File: config.mk
export PLATFORM = sky130hd
export DESIGN_NAME = tcdm_bram_pipe_bridge
export DESIGN_NICKNAME = d
export VERILOG_FILES = /design/src/rtl/tcdm_bram_pipe_bridge.sv
export SDC_FILE = /design/constraint.sdc
export NUM_CORES = 1
export LEC_CHECK = 0
export CORE_ASPECT_RATIO = 1.25
export CORE_MARGIN = 2
export CORE_UTILIZATION = 25
export CTS_CLUSTER_SIZE = 8
export DETAILED_ROUTE_END_ITERATION = 16
export GPL_TIMING_DRIVEN = 0
export SLEW_MARGIN = 20
export SYNTH_ARGS = -nofsm -noshare
export SYNTH_HDL_FRONTEND = slang
export SYNTH_SLANG_ARGS = --single-unit
File: constraint.sdc
create_clock -name clk -period 2.2 [get_ports clk]
set_clock_uncertainty 0.2 [all_clocks]
set_input_delay 0.44 -clock clk [delete_from_list [all_inputs] [get_ports clk]]
set_output_delay 0.44 -clock clk [all_outputs]
set_load 0.005 [all_outputs]
File: src/rtl/tcdm_bram_pipe_bridge.sv
// Bridges a req/gnt/r_valid memory port to a native single-port BRAM: zero-fills the BRAM after reset,
// tracks the read latency and rejects out-of-range accesses. Optional counters: `define TCDM_BRIDGE_STATS_EN.
module tcdm_bram_pipe_bridge #(
  parameter int                    ADDR_WIDTH  = 10,
  parameter int                    DATA_WIDTH  = 32,
  parameter int                    MEM_DEPTH   = 256,
  parameter int                    RD_LATENCY  = 1,
  parameter bit                    INIT_ZERO   = 1'b1,
  parameter logic [DATA_WIDTH-1:0] ERR_PATTERN = 32'hDEADBEEF
) (
  input  logic                    clk,
  input  logic                    rst,
  input  logic                    data_req_i,
  input  logic [ADDR_WIDTH-1:0]   data_add_i,
  input  logic                    data_wen_i,
  input  logic [DATA_WIDTH-1:0]   data_wdata_i,
  input  logic [DATA_WIDTH/8-1:0] data_be_i,
  output logic                    data_gnt_o,
  output logic                    data_r_valid_o,
  output logic [DATA_WIDTH-1:0]   data_r_rdata_o,
  output logic [31:0]             ADDRA_o,
  output logic [DATA_WIDTH-1:0]   DINA_o,
  input  logic [DATA_WIDTH-1:0]   DOUTA_i,
  output logic                    ENA_o,
  output logic [DATA_WIDTH/8-1:0] WEA_o,
  output logic                    init_done_o,
`ifdef TCDM_BRIDGE_STATS_EN
  output logic [15:0]             rd_cnt_o,
  output logic [15:0]             wr_cnt_o,
  output logic [15:0]             err_cnt_o,
`endif
  output logic                    err_o
);

  localparam int          BE_WIDTH  = DATA_WIDTH / 8;
  localparam int          OFFS      = (BE_WIDTH > 1) ? $clog2(BE_WIDTH) : 0;
  localparam int          CNT_W     = (MEM_DEPTH > 1) ? $clog2(MEM_DEPTH) : 1;
  localparam logic [31:0] MEM_BYTES = 32'(MEM_DEPTH * BE_WIDTH);

  // ST_RST holds every output at zero for the cycle after reset is sampled.
  typedef enum logic [1:0] {ST_RST, ST_INIT, ST_RUN} state_e;

  state_e                  state_q, state_d;
  logic [CNT_W-1:0]        init_cnt_q, init_cnt_d;
  logic                    init_done_q, init_done_d;
  logic                    err_q, err_d;
  logic [31:0]             addra_q, addra_d;
  logic [DATA_WIDTH-1:0]   dina_q, dina_d;
  logic [RD_LATENCY-1:0]   vld_q, vld_d, load_q, load_d, oor_q, oor_d;

  logic                    accept;
  logic                    req_oor;
  logic [31:0]             add_ext;
  logic [31:0]             word_addr;

  always_comb begin
    add_ext   = 32'(data_add_i);
    word_addr = add_ext >> OFFS;
    req_oor   = (add_ext >= MEM_BYTES);
    accept    = (state_q == ST_RUN) && data_req_i;
  end

  always_comb begin
    state_d    = state_q;
    init_cnt_d = init_cnt_q;
    case (state_q)
      ST_RST:  state_d = INIT_ZERO ? ST_INIT : ST_RUN;
      ST_INIT: begin
        init_cnt_d = init_cnt_q + 1'b1;
        if (init_cnt_q == CNT_W'(MEM_DEPTH - 1)) state_d = ST_RUN;
      end
      default: state_d = ST_RUN;
    endcase
    init_done_d = init_done_q | (state_d == ST_RUN);
  end

  // BRAM port: fill writes during INIT, accepted requests in RUN, otherwise address/data hold.
  always_comb begin
    data_gnt_o = accept;
    ENA_o      = 1'b0;
    WEA_o      = '0;
    ADDRA_o    = addra_q;
    DINA_o     = dina_q;
    if (state_q == ST_INIT) begin
      ENA_o   = 1'b1;
      WEA_o   = '1;
      ADDRA_o = 32'(init_cnt_q);
      DINA_o  = '0;
    end else if (accept) begin
      ADDRA_o = word_addr;
      DINA_o  = data_wdata_i;
      if (!req_oor) begin
        ENA_o = 1'b1;
        WEA_o = data_wen_i ? '0 : data_be_i;
      end
    end
    addra_d = ADDRA_o;
    dina_d  = DINA_o;
    err_d   = err_q | (accept & req_oor);
  end

  // Stage i holds the request accepted i+1 cycles ago; the last stage is the response cycle.
  always_comb begin
    vld_d     = '0;
    load_d    = '0;
    oor_d     = '0;
    vld_d[0]  = accept;
    load_d[0] = accept & data_wen_i;
    oor_d[0]  = accept & req_oor;
    for (int i = 1; i < RD_LATENCY; i++) begin
      vld_d[i]  = vld_q[i-1];
      load_d[i] = load_q[i-1];
      oor_d[i]  = oor_q[i-1];
    end
  end

  always_comb begin
    data_r_valid_o = vld_q[RD_LATENCY-1];
    data_r_rdata_o = '0;
    if (vld_q[RD_LATENCY-1] && load_q[RD_LATENCY-1]) begin
      data_r_rdata_o = oor_q[RD_LATENCY-1] ? ERR_PATTERN : DOUTA_i;
    end
  end

  always_ff @(posedge clk) begin
    if (rst) begin
      state_q     <= ST_RST;
      init_cnt_q  <= '0;
      init_done_q <= 1'b0;
      err_q       <= 1'b0;
      addra_q     <= '0;
      dina_q      <= '0;
      vld_q       <= '0;
      load_q      <= '0;
      oor_q       <= '0;
    end else begin
      state_q     <= state_d;
      init_cnt_q  <= init_cnt_d;
      init_done_q <= init_done_d;
      err_q       <= err_d;
      addra_q     <= addra_d;
      dina_q      <= dina_d;
      vld_q       <= vld_d;
      load_q      <= load_d;
      oor_q       <= oor_d;
    end
  end

  assign init_done_o = init_done_q;
  assign err_o       = err_q;

`ifdef TCDM_BRIDGE_STATS_EN
  logic [15:0] rd_cnt_q, rd_cnt_d, wr_cnt_q, wr_cnt_d, err_cnt_q, err_cnt_d;

  always_comb begin
    rd_cnt_d  = rd_cnt_q;
    wr_cnt_d  = wr_cnt_q;
    err_cnt_d = err_cnt_q;
    if (accept) begin
      if (data_wen_i && (rd_cnt_q != 16'hFFFF)) rd_cnt_d = rd_cnt_q + 16'd1;
      if (!data_wen_i && (wr_cnt_q != 16'hFFFF)) wr_cnt_d = wr_cnt_q + 16'd1;
      if (req_oor && (err_cnt_q != 16'hFFFF)) err_cnt_d = err_cnt_q + 16'd1;
    end
  end

  always_ff @(posedge clk) begin
    if (rst) begin
      rd_cnt_q  <= '0;
      wr_cnt_q  <= '0;
      err_cnt_q <= '0;
    end else begin
      rd_cnt_q  <= rd_cnt_d;
      wr_cnt_q  <= wr_cnt_d;
      err_cnt_q <= err_cnt_d;
    end
  end

  assign rd_cnt_o  = rd_cnt_q;
  assign wr_cnt_o  = wr_cnt_q;
  assign err_cnt_o = err_cnt_q;
`endif

endmodule

==> flow_summary_export.csv <==
group,metric,value,unit
run_status,status,"finished, violations left",
run_status,violations,"negative setup slack",
final_layout,comb_area_frac,0.326,
yosys,yosys_cells,500,
yosys,logic_family,"simple AND/OR/NAND/NOR gates",
global_route,first_global_vias,4319,
global_route,antenna_found_initial,0,
final_layout,area_dominant_class,"non-clock buffers",
yosys,simple_gate_area_frac,0.344,
global_route,grt_max_degree,13,
die,core,0.0151,mm2
final_timing,whs,0.255,ns
final_timing,tightest_slew,0.509,ns
detailed_routing,dr.pass1.iters,4,
final_layout,area_growth_syn_to_layout,92.9,%
worst_hold_path,hold_path_class,"flip-flop to flip-flop",
cts,clk_pin_slew,0.06,ns
cts,cts_tree,"yes",
detailed_routing,drt-initial-drc-count,123,
final_layout,top_regs,"addra_q x32, dina_q x32, init_cnt_q x8",
yosys,synth_cell_types,35,
final_layout,sh_seq_area,0.208,
power_and_ir_drop,total_power,3250,uW
die,num_tap_cells,208,
worst_setup_path,cp_num_buf_inv,4,
final_timing,fmax,0.424,GHz
yosys,ys_seq_share,0.397,
placement,place_hpwl,10000,um
worst_setup_path,critPathCapture,"ADDRA_o[14]",
power_and_ir_drop,ir_drop,0.000319,V
final_layout,final_nets,843,
worst_setup_path,path_cells,"and3b_2 -> nor2_4 -> buf_12 -> buf_8 -> buf_6 -> and2_4 -> buf_6",
final_timing,setup_tns,-3.20,ns
worst_setup_path,ff2ff_path_depth,8,
die,die_y,143,um
final_layout,drive_above_1_share,0.366,
detailed_routing,wirelength,15100,um
final_layout,clkCellAreaFrac,0.0370,
worst_hold_path,hold_end,"init_done_o",
detailed_routing,vias_per_cell,4.63,
detailed_routing,top_layer,"met4",
worst_setup_path,cp.depth,7,
cts,cts.sinks,77,
yosys,synth_area,0.00389,mm2
placement,dpl-instance-area,0.00596,mm2
worst_setup_path,slowest_delay,0.39,ns
final_timing,finalSetupViolCount,63,
worst_setup_path,critPathRequiredTime,1.56,ns
placement,placedCellCount,889,
final_layout,n_all_buffers,290,
final_layout,register_area,0.00156,mm2
cts,cts_max_level,3,
detailed_routing,post_drt_wl_per_cell,15.5,um
cts,cts_buffer_depth,2,
power_and_ir_drop,powerDensity,433,mW/mm2
worst_setup_path,start_kind,"flip-flop",
die,dieArea,0.0166,mm2
final_layout,postLayoutCellArea,0.00750,mm2
yosys,ys_warn_count,0,
yosys,compound_area_frac,0.169,
final_layout,num-fill-cells,1432,
run,maxCapViolations,0,
worst_setup_path,worstSetupPathType,"flip-flop to output pin",
detailed_routing,drc,0,
worst_setup_path,r2r_start,"state_q[1]",
global_route,met2_usage,0.326,
yosys,xor_share,0.00451,
worst_setup_path,arrival,1.72,ns
placement,port-buffer-count,181,
yosys,adder_share,0.00322,
final_layout,inverters,12,
worst_setup_path,crit_path_max_fanout,5,
final_layout,post-route-util,0.497,
placement,gp_congestion,0.752,
global_route,grt_pass1_wl,22000,um
final_timing,hold_viol,0,
yosys,muxShareOfSynthArea,0.0232,
detailed_routing,dr_wl_met2,8060,um
final_timing,worst_slack,-0.160,ns
final_layout,logic_area,0.00244,mm2
final_timing,slew_violations,0,
yosys,synth_cells,500,
final_timing,fin_crit,2.36,ns
detailed_routing,drtAntennaViolNets,0,
yosys,syn-num-nets,583,
worst_setup_path,reg2reg_to,"dina_q[11]",
worst_setup_path,critPathTopFamily,"simple AND/OR/NAND/NOR gates",
final_layout,buf_share,0.388,
global_route,globalRouteMet3Util,0.0569,
-- cell usage in the layout, fill, tap and decap left out, types with 13 or more instances in the layout --
master	count
buf_6	62
dlygate4sd2_1	18
dfxtp_1	73
nand2_2	33
a21oi_1	50
and3_1	31
clkdlybuf4s50_1	82
a21o_1	36
nand2_4	13
and2_4	23
and2_1	27
nand2_1	70
buf_8	21
buf_4	35
nand3b_1	33
buf_2	35
-- what timing repair did --
| action | CTS | global route |
|---|---|---|
| pin swaps | 66 | 58 |
| endpoints found under the setup margin | 102 | 87 |
| buffers inserted | 43 | 20 |
| gates cloned | 9 | 2 |
| gates resized | 487 | 106 |
-- report_power, final --
group | internal, uW | total [uW] | switching, uW
Sequential | 1400 | 1410 | 8.61
Combinational | 265 | 439 | 174
Clock | 820 | 1400 | 582
Total | 2480 | 3250 | 764
-- synth_stat cells --
library cell,count,share of area
o21ai_0,3,0.0039
nor2_1,3,0.0029
clkbuf_1,21,0.020
o31ai_1,2,0.0039
nand3_1,2,0.0026
nor2_4,1,0.0029
nor2b_1,2,0.0032
nand4_1,2,0.0032
mux2_2,8,0.023
ha_1,1,0.0032
xor2_1,1,0.0023
and2_1,49,0.079
and3_1,32,0.052
a211o_1,8,0.018
conb_1,1,0.00096
a21o_1,36,0.070
a21oi_1,56,0.072
nand3b_1,33,0.064
o21a_1,1,0.0019
or3_1,3,0.0048
and2_0,1,0.0016
nand2b_1,1,0.0016
buf_2,16,0.021
or4_1,2,0.0039
nand2_1,116,0.11
buf_4,1,0.0019
nor3_4,1,0.0042
xnor2_1,1,0.0023
buf_1,1,0.00096
inv_1,12,0.012
nand4b_1,1,0.0023
clkbuf_2,2,0.0026
nor3_1,2,0.0026
and3b_1,1,0.0023
dfxtp_1,77,0.40
Placement by cell class:
Fill, decap, tap and diode cells in gray.
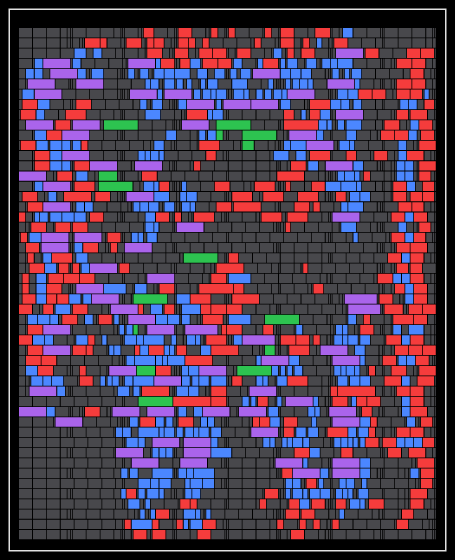
[red] other buffers and delay cells | cells: 290
[blue] all other logic | cells: 382
[green] clock drivers and dummy loads | cells: 15
[purple] flip-flops | cells: 77

Sequential cells grouped by signal name:
The bar under the picture is 20 um long. Other sequential cells in the stronger gray, the rest of the logic in the fainter gray.
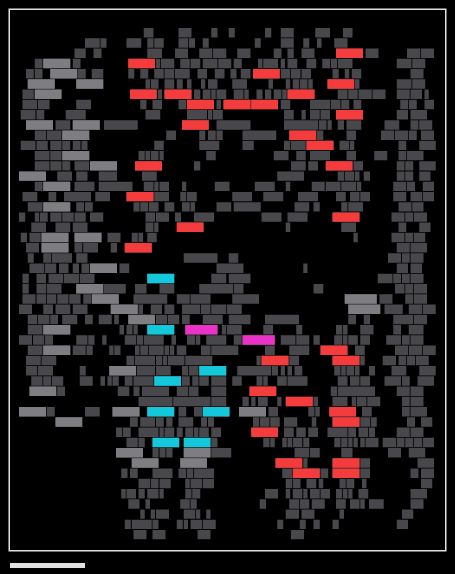
[red] dina_q | sequential cells: 32
[magenta] state_q | sequential cells: 2
[cyan] init_cnt_q | sequential cells: 8
not colored: 35

Clock routing:
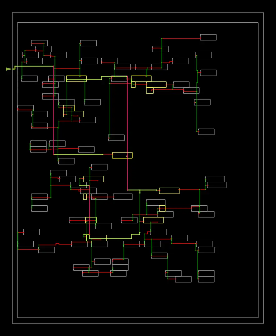
# clk buffers: 12
CTS Buf Count: 9
flip-flops: 77
clk latency late pin: 0.34 ns

Metal layers overlaid:
The bar under the picture is 20 um long. Only two layers are drawn.
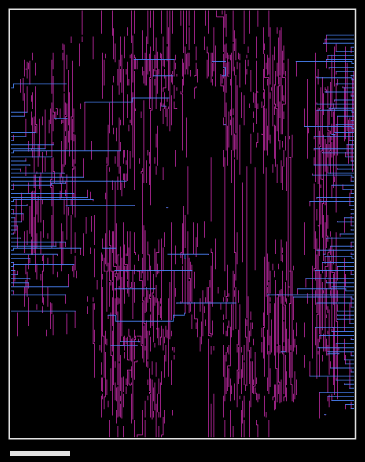
[blue] met3 | wire length: 1,390 um
[magenta] met2 | wire length: 8,060 um

Clock wires, drivers and flops:
The bar under the picture is 20 um long.
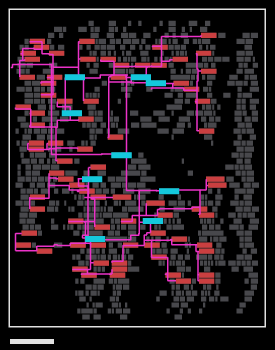
[red] flip-flops | count: 77
[magenta] clock wires | length: 1,120 um
[cyan] cells driving clock nets | count: 9
flops lie: widely spread

Power figures rest on the tool's default switching activity, not on a simulated workload.
